### src/rtl/instr_prefetch_buffer.sv
// Instruction prefetch buffer: assembles 32-bit instructions from two 16-bit reads into a small FIFO.
// Optional fetch/discard statistics counters are built when PREFETCH_STATS_EN is defined.
module instr_prefetch_buffer #(
  parameter int              ADDR_W   = 25,
  parameter int              PC_W     = 24,
  parameter int              INSTR_W  = 32,
  parameter int              DEPTH    = 4,
  parameter logic [PC_W-1:0] RESET_PC = '0
) (
  input  logic               sys_clock,
  input  logic               reset_n,
  output logic               mem_rd_req,
  output logic [ADDR_W-1:0]  mem_addr,
  input  logic               mem_rd_ack,
  input  logic               mem_rd_valid,
  input  logic [15:0]        mem_rd_data,
  output logic               instr_valid,
  output logic [INSTR_W-1:0] instr_data,
  output logic [PC_W-1:0]    instr_pc,
  input  logic               instr_ready,
  input  logic               redirect_valid,
  input  logic [PC_W-1:0]    redirect_pc
`ifdef PREFETCH_STATS_EN
  ,
  output logic [15:0]        stat_fetched,
  output logic [15:0]        stat_discarded
`endif
);

  localparam int PTR_W = $clog2(DEPTH);
  localparam int CNT_W = PTR_W + 1;
  localparam logic [CNT_W-1:0] DEPTH_C  = CNT_W'(DEPTH);
  localparam logic [CNT_W-1:0] CNT_ZERO = {CNT_W{1'b0}};

  typedef enum logic [2:0] {
    ST_IDLE    = 3'd0,
    ST_REQ_LO  = 3'd1,
    ST_WAIT_LO = 3'd2,
    ST_REQ_HI  = 3'd3,
    ST_WAIT_HI = 3'd4,
    ST_DRAIN   = 3'd5
  } state_e;

  state_e              state_r;
  logic [PC_W-1:0]     fetch_pc_r;
  logic [15:0]         lo_half_r;
  logic                drain_pend_r;
  logic                mem_rd_req_r;
  logic [ADDR_W-1:0]   mem_addr_r;

  logic [INSTR_W-1:0]  data_mem_r [DEPTH];
  logic [PC_W-1:0]     pc_mem_r   [DEPTH];
  logic [PTR_W-1:0]    wr_ptr_r;
  logic [PTR_W-1:0]    rd_ptr_r;
  logic [CNT_W-1:0]    count_r;
  logic                instr_valid_r;
  logic [INSTR_W-1:0]  instr_data_r;
  logic [PC_W-1:0]     instr_pc_r;

  logic                push_s;
  logic                pop_s;
  logic [INSTR_W-1:0]  push_data_s;
  logic [CNT_W-1:0]    remain_s;
  logic [CNT_W-1:0]    count_nxt_s;
  logic [PTR_W-1:0]    rd_ptr_nxt_s;
  logic [INSTR_W-1:0]  head_data_s;
  logic [PC_W-1:0]     head_pc_s;

  function automatic logic [ADDR_W-1:0] half_addr(input logic [PC_W-1:0] pc, input logic hi);
    logic [PC_W:0] full;
    full = {pc, hi};
    return ADDR_W'(full);
  endfunction

  assign mem_rd_req  = mem_rd_req_r;
  assign mem_addr    = mem_addr_r;
  assign instr_valid = instr_valid_r;
  assign instr_data  = instr_data_r;
  assign instr_pc    = instr_pc_r;

  // FIFO push/pop decisions and the head value to register for the next cycle
  always_comb begin
    pop_s        = instr_valid_r & instr_ready & ~redirect_valid;
    push_s       = (state_r == ST_WAIT_HI) & mem_rd_valid & ~redirect_valid;
    push_data_s  = {mem_rd_data, lo_half_r};
    remain_s     = pop_s ? (count_r - CNT_W'(1)) : count_r;
    rd_ptr_nxt_s = pop_s ? (rd_ptr_r + PTR_W'(1)) : rd_ptr_r;
    if (redirect_valid) begin
      count_nxt_s = CNT_ZERO;
    end else if (push_s) begin
      count_nxt_s = remain_s + CNT_W'(1);
    end else begin
      count_nxt_s = remain_s;
    end
    // An entry pushed into an otherwise empty queue bypasses storage to reach the head
    if (count_nxt_s == CNT_ZERO) begin
      head_data_s = instr_data_r;
      head_pc_s   = instr_pc_r;
    end else if (remain_s == CNT_ZERO) begin
      head_data_s = push_data_s;
      head_pc_s   = fetch_pc_r;
    end else begin
      head_data_s = data_mem_r[rd_ptr_nxt_s];
      head_pc_s   = pc_mem_r[rd_ptr_nxt_s];
    end
  end

  // FIFO storage, pointers and registered head
  always_ff @(posedge sys_clock or negedge reset_n) begin
    if (!reset_n) begin
      wr_ptr_r      <= {PTR_W{1'b0}};
      rd_ptr_r      <= {PTR_W{1'b0}};
      count_r       <= CNT_ZERO;
      instr_valid_r <= 1'b0;
      instr_data_r  <= {INSTR_W{1'b0}};
      instr_pc_r    <= {PC_W{1'b0}};
      for (int i = 0; i < DEPTH; i++) begin
        data_mem_r[i] <= {INSTR_W{1'b0}};
        pc_mem_r[i]   <= {PC_W{1'b0}};
      end
    end else begin
      if (redirect_valid) begin
        wr_ptr_r <= {PTR_W{1'b0}};
        rd_ptr_r <= {PTR_W{1'b0}};
      end else begin
        if (push_s) begin
          data_mem_r[wr_ptr_r] <= push_data_s;
          pc_mem_r[wr_ptr_r]   <= fetch_pc_r;
          wr_ptr_r             <= wr_ptr_r + PTR_W'(1);
        end
        rd_ptr_r <= rd_ptr_nxt_s;
      end
      count_r       <= count_nxt_s;
      instr_valid_r <= (count_nxt_s != CNT_ZERO);
      instr_data_r  <= head_data_s;
      instr_pc_r    <= head_pc_s;
    end
  end

  // Fetch sequencer: two halfword reads per instruction, with redirect draining
  always_ff @(posedge sys_clock or negedge reset_n) begin
    if (!reset_n) begin
      state_r      <= ST_IDLE;
      fetch_pc_r   <= RESET_PC;
      lo_half_r    <= 16'h0000;
      drain_pend_r <= 1'b0;
      mem_rd_req_r <= 1'b0;
      mem_addr_r   <= {ADDR_W{1'b0}};
    end else begin
      if (redirect_valid) begin
        fetch_pc_r <= redirect_pc;
      end else if (push_s) begin
        fetch_pc_r <= fetch_pc_r + PC_W'(1);
      end
      case (state_r)
        ST_IDLE: begin
          if (!redirect_valid && (count_r < DEPTH_C)) begin
            state_r      <= ST_REQ_LO;
            mem_rd_req_r <= 1'b1;
            mem_addr_r   <= half_addr(fetch_pc_r, 1'b0);
          end
        end
        ST_REQ_LO, ST_REQ_HI: begin
          // A redirect cannot withdraw a posted request; remember it and drain after ack
          if (mem_rd_ack) begin
            mem_rd_req_r <= 1'b0;
            drain_pend_r <= 1'b0;
            if (redirect_valid || drain_pend_r) begin
              state_r <= ST_DRAIN;
            end else if (state_r == ST_REQ_LO) begin
              state_r <= ST_WAIT_LO;
            end else begin
              state_r <= ST_WAIT_HI;
            end
          end else if (redirect_valid) begin
            drain_pend_r <= 1'b1;
          end
        end
        ST_WAIT_LO: begin
          if (mem_rd_valid) begin
            if (redirect_valid) begin
              state_r <= ST_IDLE;
            end else begin
              lo_half_r    <= mem_rd_data;
              state_r      <= ST_REQ_HI;
              mem_rd_req_r <= 1'b1;
              mem_addr_r   <= half_addr(fetch_pc_r, 1'b1);
            end
          end else if (redirect_valid) begin
            state_r <= ST_DRAIN;
          end
        end
        ST_WAIT_HI: begin
          if (mem_rd_valid) begin
            state_r <= ST_IDLE;
          end else if (redirect_valid) begin
            state_r <= ST_DRAIN;
          end
        end
        ST_DRAIN: begin
          if (mem_rd_valid) begin
            state_r <= ST_IDLE;
          end
        end
        default: begin
          state_r      <= ST_IDLE;
          mem_rd_req_r <= 1'b0;
          drain_pend_r <= 1'b0;
        end
      endcase
    end
  end

`ifdef PREFETCH_STATS_EN
  logic        inflight_s;
  logic [16:0] disc_sum_s;
  logic [15:0] stat_fetched_r;
  logic [15:0] stat_discarded_r;

  assign stat_fetched   = stat_fetched_r;
  assign stat_discarded = stat_discarded_r;

  // Count an in-flight instruction only once, even if several redirects hit its drain
  always_comb begin
    inflight_s = redirect_valid & ~drain_pend_r &
                 ((state_r == ST_REQ_LO) | (state_r == ST_WAIT_LO) |
                  (state_r == ST_REQ_HI) | (state_r == ST_WAIT_HI));
    disc_sum_s = {1'b0, stat_discarded_r} + 17'(count_r) + 17'(inflight_s);
  end

  // Saturating statistics counters
  always_ff @(posedge sys_clock or negedge reset_n) begin
    if (!reset_n) begin
      stat_fetched_r   <= 16'h0000;
      stat_discarded_r <= 16'h0000;
    end else begin
      if (push_s && (stat_fetched_r != 16'hFFFF)) begin
        stat_fetched_r <= stat_fetched_r + 16'h0001;
      end
      if (redirect_valid) begin
        stat_discarded_r <= (disc_sum_s > 17'h0FFFF) ? 16'hFFFF : disc_sum_s[15:0];
      end
    end
  end
`endif

endmodule

### config.mk
export PLATFORM = sky130hd
export DESIGN_NAME = instr_prefetch_buffer
export DESIGN_NICKNAME = d
export VERILOG_FILES = /design/src/rtl/instr_prefetch_buffer.sv
export SDC_FILE = /design/constraint.sdc
export NUM_CORES = 1
export LEC_CHECK = 0
export ABC_AREA = 1
export CAP_MARGIN = 20
export CORE_UTILIZATION = 59
export DETAILED_ROUTE_END_ITERATION = 8
export GPL_TIMING_DRIVEN = 0
export PLACE_DENSITY = 0.84
export SETUP_SLACK_MARGIN = 0.4
export SYNTH_ARGS = -nofsm -noshare
export SYNTH_HDL_FRONTEND = slang
export SYNTH_SLANG_ARGS = --single-unit
### constraint.sdc
create_clock -name sys_clock -period 2.2 [get_ports sys_clock]
set_input_delay 0.22 -clock sys_clock [delete_from_list [all_inputs] [get_ports sys_clock]]
set_output_delay 0.22 -clock sys_clock [all_outputs]
set_load 0.02 [all_outputs]
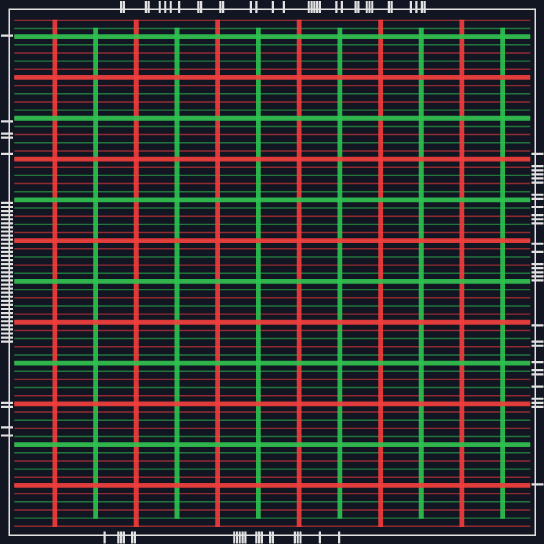
(run_1/power_grid.png)
Scale: 3 px per um. Pins as bars on the die edge.
| colour | net |
|---|---|
| green | VDD |
| red | VSS |
met1 rails: 63
signal pins: 129
rows: 62
met4 straps: 12
met5 straps: 12

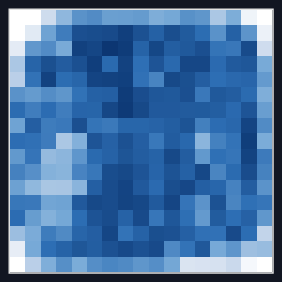
(run_1/cell_density.png)
Scale: 1.5 px per um. The die is cut into 17 by 17 equal tiles; white is low, dark blue is high, 0 to 100% covered.
fullest tile: 98%
mean over tiles: 69%
nearly empty tiles: 2.1%

==> results_slide.txt, run 1 <==
Implementation Results

Flow run
  • Tool warnings: 35

Worst hold path
  • Hold wc startpoint: redirect_valid

Clocking
  • TritonCTS clock tree: yes
  • Late-Pin Clk Latency: 530 ps

Global routing
  • GRT overflow: 0
  • Global-route wire length before repair: 87100 um
  • Pin count of the biggest net entering global routing: 109

Timing
  • Pins Over Slew Limit: 0
  • # setup viols final: 5
  • Fmax: 0.452 GHz
  • Worst Slack Setup Final: -12.2 ps

Floorplan
  • Die height: 175 um

Routing
  • Vias per cell: 5.74
  • WL per Instance: 18.8 um

Synthesis
  • # Cells Yosys: 2355
  • Post-Synthesis Cells: 2355
  • Syn Nets: 2409
  • Cell area after synthesis: 17600 sq um
  • Post-synth regs: 358
  • Avg Cell Area, Syn: 7.48 sq um

Placement
  • HPWL after detailed placement: 37100 um

Setup path
  • Crit path capture type: register
  • Crit path DAT: 2620 ps

Power and ir drop
  • Leak Pwr: 10.8 nW
  • P_int: 16.0 mW
  • Switching Share: 0.389

Layout
  • Area grow syn2layout: 22.3%

Outcome
  • Failing checks: negative setup slack
  • Status: complete, but fails checks
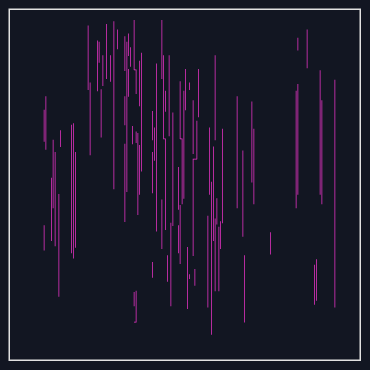
(run_1/layer_met4.png)
Scale: 2 px per um.
wire length on this layer: 2900 um
main direction: vertical

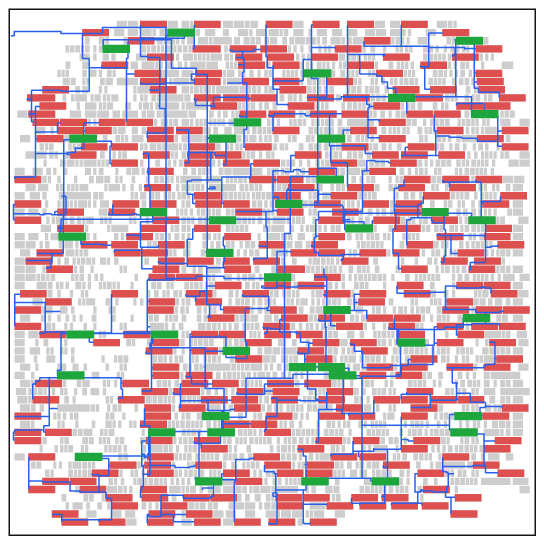
(run_1/clk_routes.png)
Scale: 3 px per um.
[blue] clock wires | length: 4320 um
[red] flip-flops | count: 358
[green] clock drivers | count: 39
flops lie: all over the die
routed clock nets: 40

==> run 1: registers in the layout, indices dropped and copies added, names as in the netlist <==
signal and count:
instr_pc 24, state_r 3, instr_valid 1, lo_half_r 16
fetch_pc_r 24, data_mem_r 128, count_r 3, mem_addr 25
drain_pend_r 1, mem_rd_req 1, pc_mem_r 96, rd_ptr_r 2
wr_ptr_r 2, instr_data 32
==> run 1: layout by cell type (no fill, tap or decap), drive strengths merged <==
| master | instances |
|---|---|
| nand2 | 845 |
| dfrtp | 358 |
| inv | 317 |
| nand3 | 314 |
| o21ai | 283 |
| clkbuf | 129 |
| clkdlybuf4s50 | 126 |
| buf | 104 |
| nor2 | 44 |
| xor2 | 10 |
| nand4 | 9 |
| ha | 8 |
| a21oi | 7 |
| nor3 | 5 |
| o211ai | 4 |
| clkinv | 3 |
| o221ai | 2 |
| a31oi | 2 |
| a22oi | 2 |
| bufinv | 2 |
| clkinvlp | 2 |
| o22ai | 1 |
| o21bai | 1 |
| dlygate4sd3 | 1 |
==> run 1: critical path, stage by stage, from the launching register on <==
cell       delay, ps
dfrtp_2          440
nand3_4          170
nand2_1          130
o21ai_4           80
inv_1             70
ha_1             290
nand2_1           70
nand2_2           70
nor2_4           180
nand2_4          110
buf_12           180
clkbuf_16        180
nand2_2           50
nand2_1           40
==> run 1: how the worst max path moves through the flow <==
| stage | start | to |
|---|---|---|
| floorplan | count_r[1] | instr_data[0] |
| global placement | reset_n | instr_valid |
| finish | instr_valid | instr_pc[21] |
| detailed placement | instr_ready | instr_data[12] |
| CTS | count_r[0] | instr_pc[20] |
| global route | instr_valid | instr_data[0] |
==> run 1: area by class of cell <==
cell class	instances	area [sq um]
fill	2140	7460
clock inverter	7	90.1
sequential	358	8960
inverter	317	1190
buffer	143	968
multi-input combinational	1537	7040
timing repair buffer	154	1630
clock buffer	63	1200
tap	384	480
==> run 1: power groups by stage <==
stage / registers, mW / logic, mW / clock network (mW)
floorplan: 9.68 / 4.97 / 0
global placement: 9.11 / 8.94 / 0
detailed placement: 9.13 / 9.18 / 0
CTS: 9.05 / 9.88 / 6.60
global route: 9.26 / 11.4 / 6.86
finish: 9.11 / 10.5 / 6.62
==> run 1: layer usage <==
metal  GRT usage  wire length [um]  vias to the layer above
li1            -                 -                     7749
met1       0.464             21200                     8093
met2       0.595             26600                      970
met3      0.0614              5130                      202
met4       0.200              2900                        0
met5           0                 0                        -
==> run 1: cells by family after synthesis <==
family | after synthesis | synth area share
simple gates | 1217 | 0.287
fa+ha+maj | 8 | 0.00568
xor+xnor | 10 | 0.00497
flops | 358 | 0.508
buf+inv | 460 | 0.107
compound gates | 302 | 0.0874
==> run 1: per-stage QoR <==
stage               std cells  power (mW)  cell area (sq um)  utilization
global placement         2866        18.1              19400        0.668
detailed placement       2869        18.3              19500        0.671
floorplan                2355        14.6              17600            -
CTS                      2953        25.5              21200        0.731
global route             2963        27.6              21600        0.743
finish                   2963        26.2              21600        0.743
==> run 1: timing repair <==
action                                  CTS  global route
hold buffers                              1             0
hold endpoints to repair                 72             0
gates cloned                              2             2
pin swaps                                10            11
buffers inserted                         11             8
endpoints found under the setup margin  347           342
gates resized                           128            95
==> run 2: changes to the inputs <==
ABC_CLOCK_PERIOD_IN_PS = 2200   (was not set)
CAP_MARGIN = not set   (was 20)
PLACE_DENSITY = 0.88   (was 0.84)
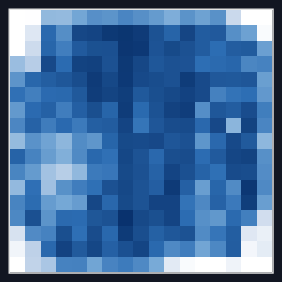
(run_2/cell_density.png)
Scale: 1.5 px per um. The die is cut into 17 by 17 equal tiles; white is low, dark blue is high, 0 to 100% covered.
mean over tiles: 70%
emptiest ninth of the die: bottom right
tiles over 75% full: 56%
nearly empty tiles: 3.8%
fullest tile: 99%

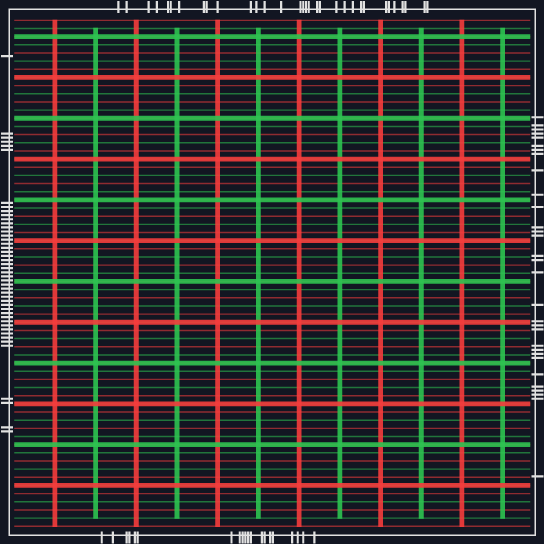
(run_2/power_grid.png)
Scale: 3 px per um. Pins as bars on the die edge.
| colour | net |
|---|---|
| green | VDD |
| red | VSS |
signal pins: 129
met1 rails: 63
met5 straps: 12
met4 straps: 12

==> run 2 against run 1 <==
The flow now finishes without violations. Non-clock buffer count rose by 9. Via count rose by 1.2%. Critical endpoint is now instr_data[14]. Synthesized cell count did not move.
==> results_slide.txt, run 2 <==
Implementation Results

Layout
  • Most frequent cells in the layout: nand2_1 (794), dfrtp_1 (354), inv_1 (308)
  • Most numerous logic cell after layout: nand2_1
  • Finished Cell Area: 21700 sq um
  • Post-Layout Cell Count: 2972

Clocking
  • TritonCTS clock tree: yes
  • Late-Pin Clk Latency: 540 ps

Worst hold path
  • Hold wc startpoint: redirect_valid

Synthesis
  • Post-synth regs: 358
  • Post-Synthesis Cells: 2355
  • Avg Cell Area, Syn: 7.48 sq um
  • Syn Nets: 2409
  • Cell area after synthesis: 17600 sq um
  • # Cells Yosys: 2355

Timing
  • # setup viols final: 0
  • Fmax: 0.459 GHz
  • Pins Over Slew Limit: 0

Outcome
  • Status: finished, final reports clean

Placement
  • Placed instance count: 2869
  • HPWL after detailed placement: 36600 um
  • Area after DPL: 19500 sq um

Floorplan
  • Die height: 175 um

Global routing
  • Global-route wire length before repair: 87500 um
  • Busiest grt layer: met2
  • Met3 usage: 0.0744
  • M1 GR Usage: 0.464

Setup path
  • CP startpoint: rd_ptr_r[0]
  • Crit path capture type: register

Power and ir drop
  • Leak Pwr: 10.9 nW
  • Overall Power: 26.4 mW

Routing
  • WL per Instance: 19.0 um
run 2: cell counts after synthesis:
Identical to the previous run, type by type.
run 2: per-layer routing:
| metal | vias up | share of wire |
|---|---|---|
| li1 | 7757 | - |
| met1 | 8151 | 0.36 |
| met2 | 1080 | 0.48 |
| met3 | 230 | 0.10 |
| met4 | 0 | 0.053 |
| met5 | - | 0 |
run 2: how the worst max path moves through the flow:
stage                      to  slack [ps]  cells past startpoint
2_1_floorplan   instr_data[0]         340                     13
3_3_place_gp      instr_valid      -15590                      1
3_5_place_dp   instr_data[14]        -650                     14
4_1_cts        instr_data[11]          60                     13
5_1_grt        instr_data[14]         -60                     12
6_report       instr_data[14]          20                     13
run 2: layout make-up:
cell class / count / area, sq um
inverters: 317 / 1200
clock inverters: 12 / 81.3
multi-input cells: 1537 / 7100
well taps: 384 / 480
fillers: 2022 / 7280
flip-flops and latches: 358 / 8960
repair buffers: 163 / 1710
plain buffers: 143 / 1020
clock buffers: 58 / 1180
run 2: per-stage QoR:
stage,hold WS (ps),utilization,setup WS (ps)
2_1_floorplan,-75.6,-,339
3_3_place_gp,465,0.668,-15590
3_5_place_dp,279,0.671,-651
4_1_cts,52.8,0.733,60.5
5_1_grt,125,0.749,-63.8
6_report,74.9,0.749,20.9
run 2: logic make-up (layout without fill, tap and decap cells):
logic type                 Yosys count  count (layout)  share of synthesized area
DFF                                358             358                      0.508
buffers and inverters              460             693                      0.107
AOI/OAI and AO/OA                  302             302                     0.0874
xor gates and xnor gates            10              10                    0.00497
adders and majority gates            8               8                    0.00568
and+or+nand+nor                   1217            1217                      0.287
run 2: timing repair:
action	in CTS	in global routing
gates cloned	2	3
buffers inserted	16	11
gates resized	132	133
hold buffers	1	0
pin swaps	11	22
endpoints found under the hold margin	86	0
setup endpoints to repair	348	334
run 2: power by group:
part,leakage [nW],internal [mW],switching [mW]
logic,5.49,4.16,6.60
registers,4.77,8.08,1.05
clock network,0.633,3.72,2.74
run 2: worst max-delay path: stages, from the launching register on:
cell and delay, ps:
dfrtp_1 440, inv_1 140, nand2_1 90, nand2_1 70
nand2_1 70, nand2_1 190, clkbuf_4 300, clkbuf_4 260
nand3_1 120, nand2_1 100, nand2_1 80, nand2_1 130
nand2_2 60, nand2_1 50
Power is estimated from default activity; no workload was simulated.
